--- config.mk ---
export PLATFORM = sky130hd
export DESIGN_NAME = uart_tx
export DESIGN_NICKNAME = d
export VERILOG_FILES = /design/src/rtl/uart_tx.sv
export SDC_FILE = /design/constraint.sdc
export NUM_CORES = 1
export LEC_CHECK = 0
export CORE_ASPECT_RATIO = 2
export CORE_MARGIN = 4
export CORE_UTILIZATION = 45
export DETAILED_ROUTE_END_ITERATION = 8
export GPL_ROUTABILITY_DRIVEN = 1
export HOLD_SLACK_MARGIN = 0.12
export PLACE_DENSITY_LB_ADDON = 0.08
export RECOVER_POWER = 50
export SKIP_LAST_GASP = 1
export SYNTH_ARGS = -nofsm -noshare
export SYNTH_HDL_FRONTEND = slang
export SYNTH_SLANG_ARGS = --single-unit
--- constraint.sdc ---
create_clock -name clk -period 3.3 [get_ports clk]
set_clock_uncertainty 0.15 [all_clocks]
set_input_delay 0.495 -clock clk [delete_from_list [all_inputs] [get_ports clk]]
set_output_delay 0.495 -clock clk [all_outputs]
set_load 0.1 [all_outputs]
--- src/rtl/uart_tx.sv ---
// UART transmit path: host writes land in a circular FIFO and a frame engine
// serializes each entry as start / data LSB-first / optional parity / stop.
module uart_tx #(
    parameter int DATA_BITS    = 8,
    parameter int FIFO_WIDTH   = 4,
    parameter int CLKS_PER_BIT = 16,
    parameter int PARITY       = 0
) (
    input  logic                 clk,
    input  logic                 rst_n,
    input  logic [DATA_BITS-1:0] Tx_Data,
    input  logic                 Load_Data,
    input  logic                 BIST_Mode,
    output logic                 Tx,
    output logic                 Tx_Busy,
    output logic                 Tx_Done,
    output logic                 FIFO_Empty,
    output logic                 FIFO_Full,
    output logic                 FIFO_Overflow
);
    localparam int DEPTH = 1 << FIFO_WIDTH;
    localparam int TW    = (CLKS_PER_BIT > 1) ? $clog2(CLKS_PER_BIT) : 1;
    localparam int BW    = (DATA_BITS > 1) ? $clog2(DATA_BITS) : 1;
    localparam logic [TW-1:0]       T_LAST   = TW'(CLKS_PER_BIT - 1);
    localparam logic [BW-1:0]       B_LAST   = BW'(DATA_BITS - 1);
    localparam logic [FIFO_WIDTH:0] FULL_CNT = (FIFO_WIDTH + 1)'(DEPTH);

    typedef enum logic [2:0] {S_IDLE, S_START, S_DATA, S_PARITY, S_STOP} state_t;

    state_t                state_q;
    logic [TW-1:0]         timer_q;
    logic [BW-1:0]         bit_idx_q;
    logic [DATA_BITS-1:0]  shift_q;
    logic                  parity_q;
    logic                  tx_q, busy_q, done_q, empty_q, full_q, ovf_q;
    logic [FIFO_WIDTH-1:0] wr_ptr_q, rd_ptr_q;
    logic [FIFO_WIDTH:0]   count_q, count_d;
    logic [DATA_BITS-1:0]  mem_q [DEPTH];

    logic                  bit_end, pop, push, accept, par_bit;
    logic [DATA_BITS-1:0]  head, shift_nxt;

    assign bit_end   = (timer_q == T_LAST);
    assign head      = mem_q[rd_ptr_q];
    assign shift_nxt = shift_q >> 1;
    assign par_bit   = (PARITY == 2) ? ~^head : ^head;

    // A pop may only happen from IDLE or on the last cycle of a stop bit,
    // which is what makes back-to-back frames gapless.
    assign pop    = ((state_q == S_IDLE) || ((state_q == S_STOP) && bit_end))
                    && (count_q != '0) && !BIST_Mode;
    assign push   = Load_Data && !BIST_Mode;
    assign accept = push && ((count_q != FULL_CNT) || pop);

    always_comb begin
        count_d = count_q;
        if (accept && !pop)
            count_d = count_q + 1'b1;
        else if (pop && !accept)
            count_d = count_q - 1'b1;
    end

    always_ff @(posedge clk) begin
        if (accept)
            mem_q[wr_ptr_q] <= Tx_Data;
    end

    always_ff @(posedge clk or negedge rst_n) begin
        if (!rst_n) begin
            state_q   <= S_IDLE;
            timer_q   <= '0;
            bit_idx_q <= '0;
            shift_q   <= '0;
            parity_q  <= 1'b0;
            tx_q      <= 1'b1;
            busy_q    <= 1'b0;
            done_q    <= 1'b0;
            empty_q   <= 1'b1;
            full_q    <= 1'b0;
            ovf_q     <= 1'b0;
            wr_ptr_q  <= '0;
            rd_ptr_q  <= '0;
            count_q   <= '0;
        end else begin
            done_q  <= 1'b0;
            ovf_q   <= push && !accept;
            count_q <= count_d;
            empty_q <= (count_d == '0);
            full_q  <= (count_d == FULL_CNT);
            if (accept)
                wr_ptr_q <= wr_ptr_q + 1'b1;
            if (pop)
                rd_ptr_q <= rd_ptr_q + 1'b1;

            if (pop) begin
                shift_q   <= head;
                parity_q  <= par_bit;
                timer_q   <= '0;
                bit_idx_q <= '0;
                state_q   <= S_START;
                tx_q      <= 1'b0;
                busy_q    <= 1'b1;
                if (state_q == S_STOP)
                    done_q <= 1'b1;
            end else begin
                case (state_q)
                    S_IDLE: begin
                        tx_q   <= 1'b1;
                        busy_q <= 1'b0;
                    end
                    S_START: begin
                        if (bit_end) begin
                            timer_q <= '0;
                            state_q <= S_DATA;
                            tx_q    <= shift_q[0];
                        end else
                            timer_q <= timer_q + 1'b1;
                    end
                    S_DATA: begin
                        if (bit_end) begin
                            timer_q <= '0;
                            if (bit_idx_q == B_LAST) begin
                                if (PARITY != 0) begin
                                    state_q <= S_PARITY;
                                    tx_q    <= parity_q;
                                end else begin
                                    state_q <= S_STOP;
                                    tx_q    <= 1'b1;
                                end
                            end else begin
                                shift_q   <= shift_nxt;
                                tx_q      <= shift_nxt[0];
                                bit_idx_q <= bit_idx_q + 1'b1;
                            end
                        end else
                            timer_q <= timer_q + 1'b1;
                    end
                    S_PARITY: begin
                        if (bit_end) begin
                            timer_q <= '0;
                            state_q <= S_STOP;
                            tx_q    <= 1'b1;
                        end else
                            timer_q <= timer_q + 1'b1;
                    end
                    S_STOP: begin
                        if (bit_end) begin
                            timer_q <= '0;
                            done_q  <= 1'b1;
                            state_q <= S_IDLE;
                            busy_q  <= 1'b0;
                            tx_q    <= 1'b1;
                        end else
                            timer_q <= timer_q + 1'b1;
                    end
                    default: state_q <= S_IDLE;
                endcase
            end
        end
    end

    assign Tx            = tx_q;
    assign Tx_Busy       = busy_q;
    assign Tx_Done       = done_q;
    assign FIFO_Empty    = empty_q;
    assign FIFO_Full     = full_q;
    assign FIFO_Overflow = ovf_q;
endmodule

==> qor.yml, run 1 <==
combPwrFrac: 0.283
ff_type: "edfxtp_1"
cts_resized: 0
crit_buf_inv: 0
vdd_drop_max_v: 0.000449
n_tap_cell: 195
cp_top_family: "AND-OR/OR-AND gates"
hp-start: "Tx_Busy"
hold_viol: 0
flops: 165
power-per-cell-area_mw_per_mm2: 842
cp-start-kind: "register"
leakage_nw: 2.81
coreArea_mm2: 0.0149
rows: 63
compound_area_frac: 0.0349
n_fill_cell: 1202
busiest_layer: "met2"
clockBufferCount: 17
worstSetupPathDepth: 6
ys_async_sr_fraction: 0.224
antennaDiodeCount: 0
use_met2: 0.332
grt-ovfl-total: 0
p_int_w: 0.00450
drt_wl_total_um: 13900
largest_class: "sequential cells"
power.switching_w: 0.00219
period_used_share: 0.844
setup_viol: 0
wl_met1_um: 4920
yosysWarningCount: 0
die_w_um: 95.5
crit_slowest_cell: "a2111oi_4"
arrival_ns: 2.93
drc: 0
use_met3: 0.0267
logic_gate_count: 205
wl_met2_um: 8370
muxShareOfSynthArea: 0.154
ys_cells: 400
post_synth_inst_count: 400
grt_first_pass_wirelength_um: 21600
cts_made_buffers: 17
clk_share: 0.0755
cp-end-kind: "register"
top_logic_kind: "multiplexers"
path_cells: "ha_1, nand3_1, a2111oi_4, mux2i_1, a211oi_1, nor4_1"
highest_layer: "met4"
drt_first_pass_iters: 6
reg2reg_depth: 6
path_max_fanout: 11
seq_area_frac: 0.602
comb_area_mm2: 0.00198
cts_root_buf: "clkbuf_16"
path_class: "reg -> reg"
met3_length_um: 288
nonClockBufferCount: 36
die_height_um: 183
worstReg2RegStart: "timer_q[0]"
simple_gate_share: 0.0646
p_clk_frac: 0.294
areaGrowthSynthToFinish_pct: 15.1
ys_area_mm2: 0.00689
antenna_left: 0
sh_comb_area: 0.249
final_nets: 457
lay_top_count: "edfxtp_1"
critPathMaxStageDelay_ns: 0.82
antenna_found_initial: 0
yosysSeqAreaShare: 0.692
critPathCapture: "FIFO_Full"
worstMarginPinSlew_ns: 0.872
fin_setup_tns_ns: 0
bufAreaShareNonClock: 0.0383
relSlewSlack: 0.419
worstReg2RegEnd: "FIFO_Full"
edf_count: 128
inverters_excl_clock: 9
status: "completed"
cts_buffer_depth: 2
-- run 1: cells in the mapped netlist (all sizes together), types with 2 or more instances --
cell type / n
ha: 11
edfxtp: 128
inv: 9
nand2: 25
nand4: 4
mux2i: 13
dfstp: 2
nor3: 9
nor2: 29
xor2: 4
nor4: 3
a22oi: 3
nand2b: 4
and3: 2
buf: 12
mux4: 41
o21ai: 17
o211ai: 2
a21oi: 8
nor3b: 2
clkbuf: 9
dfrtp: 35
xnor2: 7
nand3: 4
and4: 2
-- run 1: power groups by stage --
stage / registers (W) / logic (W) / clock network [W]
global placement: 0.00286 / 0.00192 / 0
detailed placement: 0.00287 / 0.00194 / 0
floorplan: 0.00283 / 0.00140 / 0
CTS: 0.00283 / 0.00194 / 0.00201
finish: 0.00282 / 0.00189 / 0.00197
global route: 0.00287 / 0.00204 / 0.00211
-- run 1: metrics by stage --
stage	total power [W]	setup WS (ns)	instance area, um^2	utilization	cells
final	0.00668	0.514	7930	0.533	642
after global routing	0.00702	0.273	7930	0.533	642
after CTS	0.00678	0.566	7940	0.533	642
after detailed placement	0.00481	0.422	7330	0.492	609
after global placement	0.00478	0.440	7330	0.492	609
after floorplan	0.00422	0.469	6890	-	400
-- run 1: flip-flops by register name (all words and copies together), names as in the netlist --
signal and count:
count_q 5, state_q 3, Tx_Busy 1, bit_idx_q 3, shift_q 8, timer_q 4, mem_q 128, Tx 1
FIFO_Empty 1, FIFO_Full 1, wr_ptr_q 4, Tx_Done 1, rd_ptr_q 4, FIFO_Overflow 1
-- run 1: repair_timing --
item / in CTS / in global routing
setup buffers: 0 / 0
hold buffers: 1 / 0
endpoints found under the setup margin: 0 / 0
hold endpoints to repair: 35 / 0
**Run 1: wires at chosen ports, followed through buffers**

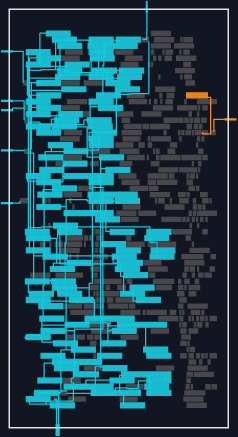
legend:
  `Tx`:
    colour: orange
    bits: 1
    direction: output
    edge: east
    end_cells: 1
    buffers: 1
    wire: 33.2 um
  `Tx_Data`:
    colour: cyan
    bits: 8
    direction: input
    edge: 5 west, 2 south, 1 north
    end_cells: 128
    buffers: 8
    wire: 2170 um
Ports: 18
Port Buf Inserts: 17

**Run 1: wiring by layer**

The bar under the picture is 20 um long.
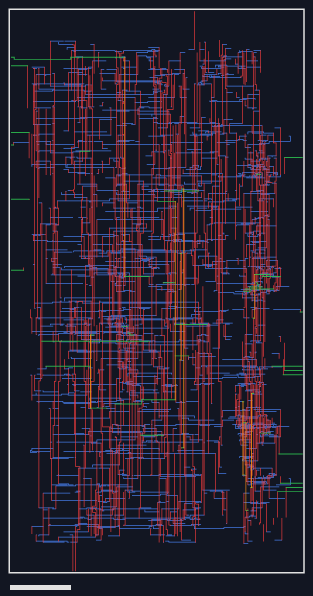
legend:
  met2:
    colour: red
    wire_length: 8370 um
  met3:
    colour: green
    wire_length: 288 um
  met1:
    colour: blue
    wire_length: 4920 um
  met4:
    colour: orange
    wire_length: 376 um
gr usage total: 0.174
drt wl/cell: 21.7 um

**Run 1: where the registers sit**

The bar under the picture is 20 um long. Other sequential cells in the stronger grey, the rest of the logic in the fainter grey.
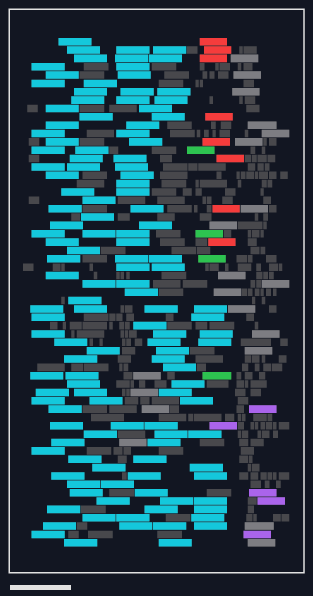
legend:
  `rd_ptr_q`:
    colour: green
    sequential_cells: 4
  `count_q`:
    colour: purple
    sequential_cells: 5
    where: south-east
  `shift_q`:
    colour: red
    sequential_cells: 8
  `mem_q`:
    colour: cyan
    sequential_cells: 128
not coloured: 20
FF/Latch Area: 0.00477 mm^2
Final Core Density: 0.533

==> inputs of run 2 (changes only) <==
==> constraint.sdc (replaced) <==
create_clock -name clk -period 2.6 [get_ports clk]
set_clock_uncertainty 0.15 [all_clocks]
set_input_delay 0.39 -clock clk [delete_from_list [all_inputs] [get_ports clk]]
set_output_delay 0.39 -clock clk [all_outputs]
set_load 0.1 [all_outputs]
**Run 2: clock nets**

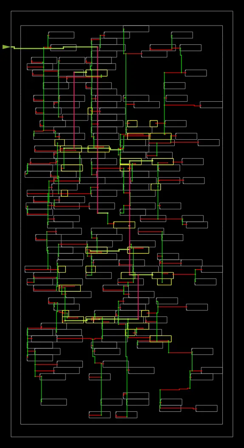
Clk power: 0.00242 W
FFs & Latches: 165
Worst-Skew Late Latency: 0.42 ns

==> run 2 against run 1 <==
Compared with the run above:
- global-route usage up 0.50 points
- area after synthesis unchanged
- register-to-register slack worse by 0.45 ns
- non-clock buffer count up 28
- largest power group unchanged
- highest routed layer unchanged
==> qor.yml, run 2 <==
setup_viol: 0
status: "completed"
grt_first_pass_wirelength_um: 22600
period_used_share: 0.976
drc: 0
largest_register_ffs: 128
grt-ovfl-total: 0
antenna_left: 0
cts_buffer_depth: 2
die_w_um: 95.5
areaGrowthSynthToFinish_pct: 19.0
muxShareOfSynthArea: 0.154
wl_met2_um: 9030
combPwrFrac: 0.315
yosysWarningCount: 0
top_register: "mem_q"
io_pins: 18
placed_area_mm2: 0.00756
antennaDiodeCount: 0
met3_length_um: 266
highest_layer: "met4"
use_met3: 0.0271
simple_gate_share: 0.0646
antenna_found_initial: 0
portBuffers: 17
track_usage: 0.179
common_cells: "edfxtp_1, mux4_2, dfrtp_1"
compound_area_frac: 0.0349
coreArea_mm2: 0.0149
path_max_fanout: 8
edf_count: 128
relSlewSlack: 0.204
drt_first_pass_iters: 4
use_met2: 0.361
cts_root_buf: "clkbuf_16"
cp_top_family: "simple AND/OR/NAND/NOR gates"
final_nets: 485
path_cells: "inv_1, ha_1, nor4bb_1, buf_4, a21oi_2, nand2_1, nor2_1"
die_height_um: 183
top_regs: "mem_q: 128 flops, shift_q: 8 flops, count_q: 5 flops"
arrival_ns: 2.43
cp-start-kind: "register"
post_synth_inst_count: 400
busiest_layer: "met2"
fin_setup_tns_ns: 0
worstMarginPinSlew_ns: 1.19
post_drt_wl_per_cell_um: 21.5
fin_area_mm2: 0.00820
gp_congestion: 0.808
cts_made_buffers: 17
path_class: "reg -> reg"
crit_slowest_cell: "nor2_1"
ys_async_sr_fraction: 0.224
crit_buf_inv: 2
ff_type: "edfxtp_1"
cp-end-kind: "register"
fin_util: 0.551
leakage_nw: 2.93
ys_cells: 400
top_logic_kind: "multiplexers"
yosysSeqAreaShare: 0.692
vdd_drop_max_v: 0.000554
lay_top_count: "edfxtp_1"
wl_met1_um: 4830
rows: 63
top_cell: "edfxtp_1"
ys_area_mm2: 0.00689
p_clk_frac: 0.280
critPathMaxStageDelay_ns: 0.68
power-per-cell-area_mw_per_mm2: 1050
dr_total_vias: 3693
hold_viol: 0
**Run 2: wiring by layer**

The bar under the picture is 20 um long.
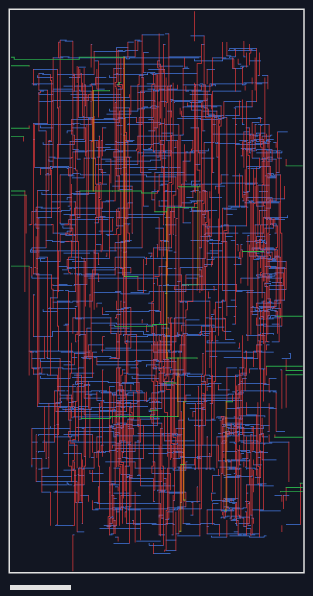
legend:
  met4:
    colour: orange
    wire_length: 292 um
  met3:
    colour: green
    wire_length: 267 um
  met2:
    colour: red
    wire_length: 9030 um
  met1:
    colour: blue
    wire_length: 4830 um

run 2: cell counts after synthesis:
No cell type changed its count.
run 2: final timing paths:
check,startpoint,to,cells after the start
hold / removal,Tx_Busy,Tx_Busy,1
setup / recovery,count_q[0],mem_q[8][5],7
setup reg to reg,count_q[0],mem_q[8][5],7
hold reg to reg,Tx_Busy,Tx_Busy,1
max in group asynchronous,rst_n,state_q[1],3
min in group asynchronous,rst_n,FIFO_Full,2
run 2: per-stage QoR:
step | power, W | std cells | hold WS [ns] | worst slack [ns]
detailed placement | 0.00628 | 636 | 0.240 | -0.409
CTS | 0.00872 | 669 | 0.327 | -0.0310
floorplan | 0.00537 | 400 | -0.0556 | -0.190
global placement | 0.00623 | 636 | 0.229 | -0.362
finish | 0.00863 | 670 | 0.338 | 0.0612
global route | 0.00908 | 670 | 0.366 | -0.102
run 2: power by group through the flow:
| stage | logic, W | registers [W] | clock network [W] |
|---|---|---|---|
| final | 0.00272 | 0.00349 | 0.00242 |
| after global routing | 0.00297 | 0.00353 | 0.00258 |
| after CTS | 0.00276 | 0.00349 | 0.00246 |
| after detailed placement | 0.00273 | 0.00354 | 0 |
| after global placement | 0.00271 | 0.00353 | 0 |
| after floorplan | 0.00178 | 0.00359 | 0 |
run 2: what timing repair did:
item / CTS / global route
setup buffers: 0 / 1
endpoints found under the setup margin: 112 / 80
hold buffers: 1 / 0
gates resized: 7 / 6
pin swaps: 0 / 1
hold endpoints to repair: 17 / 0
run 2: area by class of cell:
type / count / area (um^2)
fillers: 1192 / 6690
multi-input cells: 205 / 2040
inverters: 9 / 33.8
flip-flops and latches: 165 / 4770
clock buffers: 17 / 425
well taps: 195 / 244
clock inverters: 15 / 155
repair buffers: 64 / 534
Power is estimated from default activity; no workload was simulated.
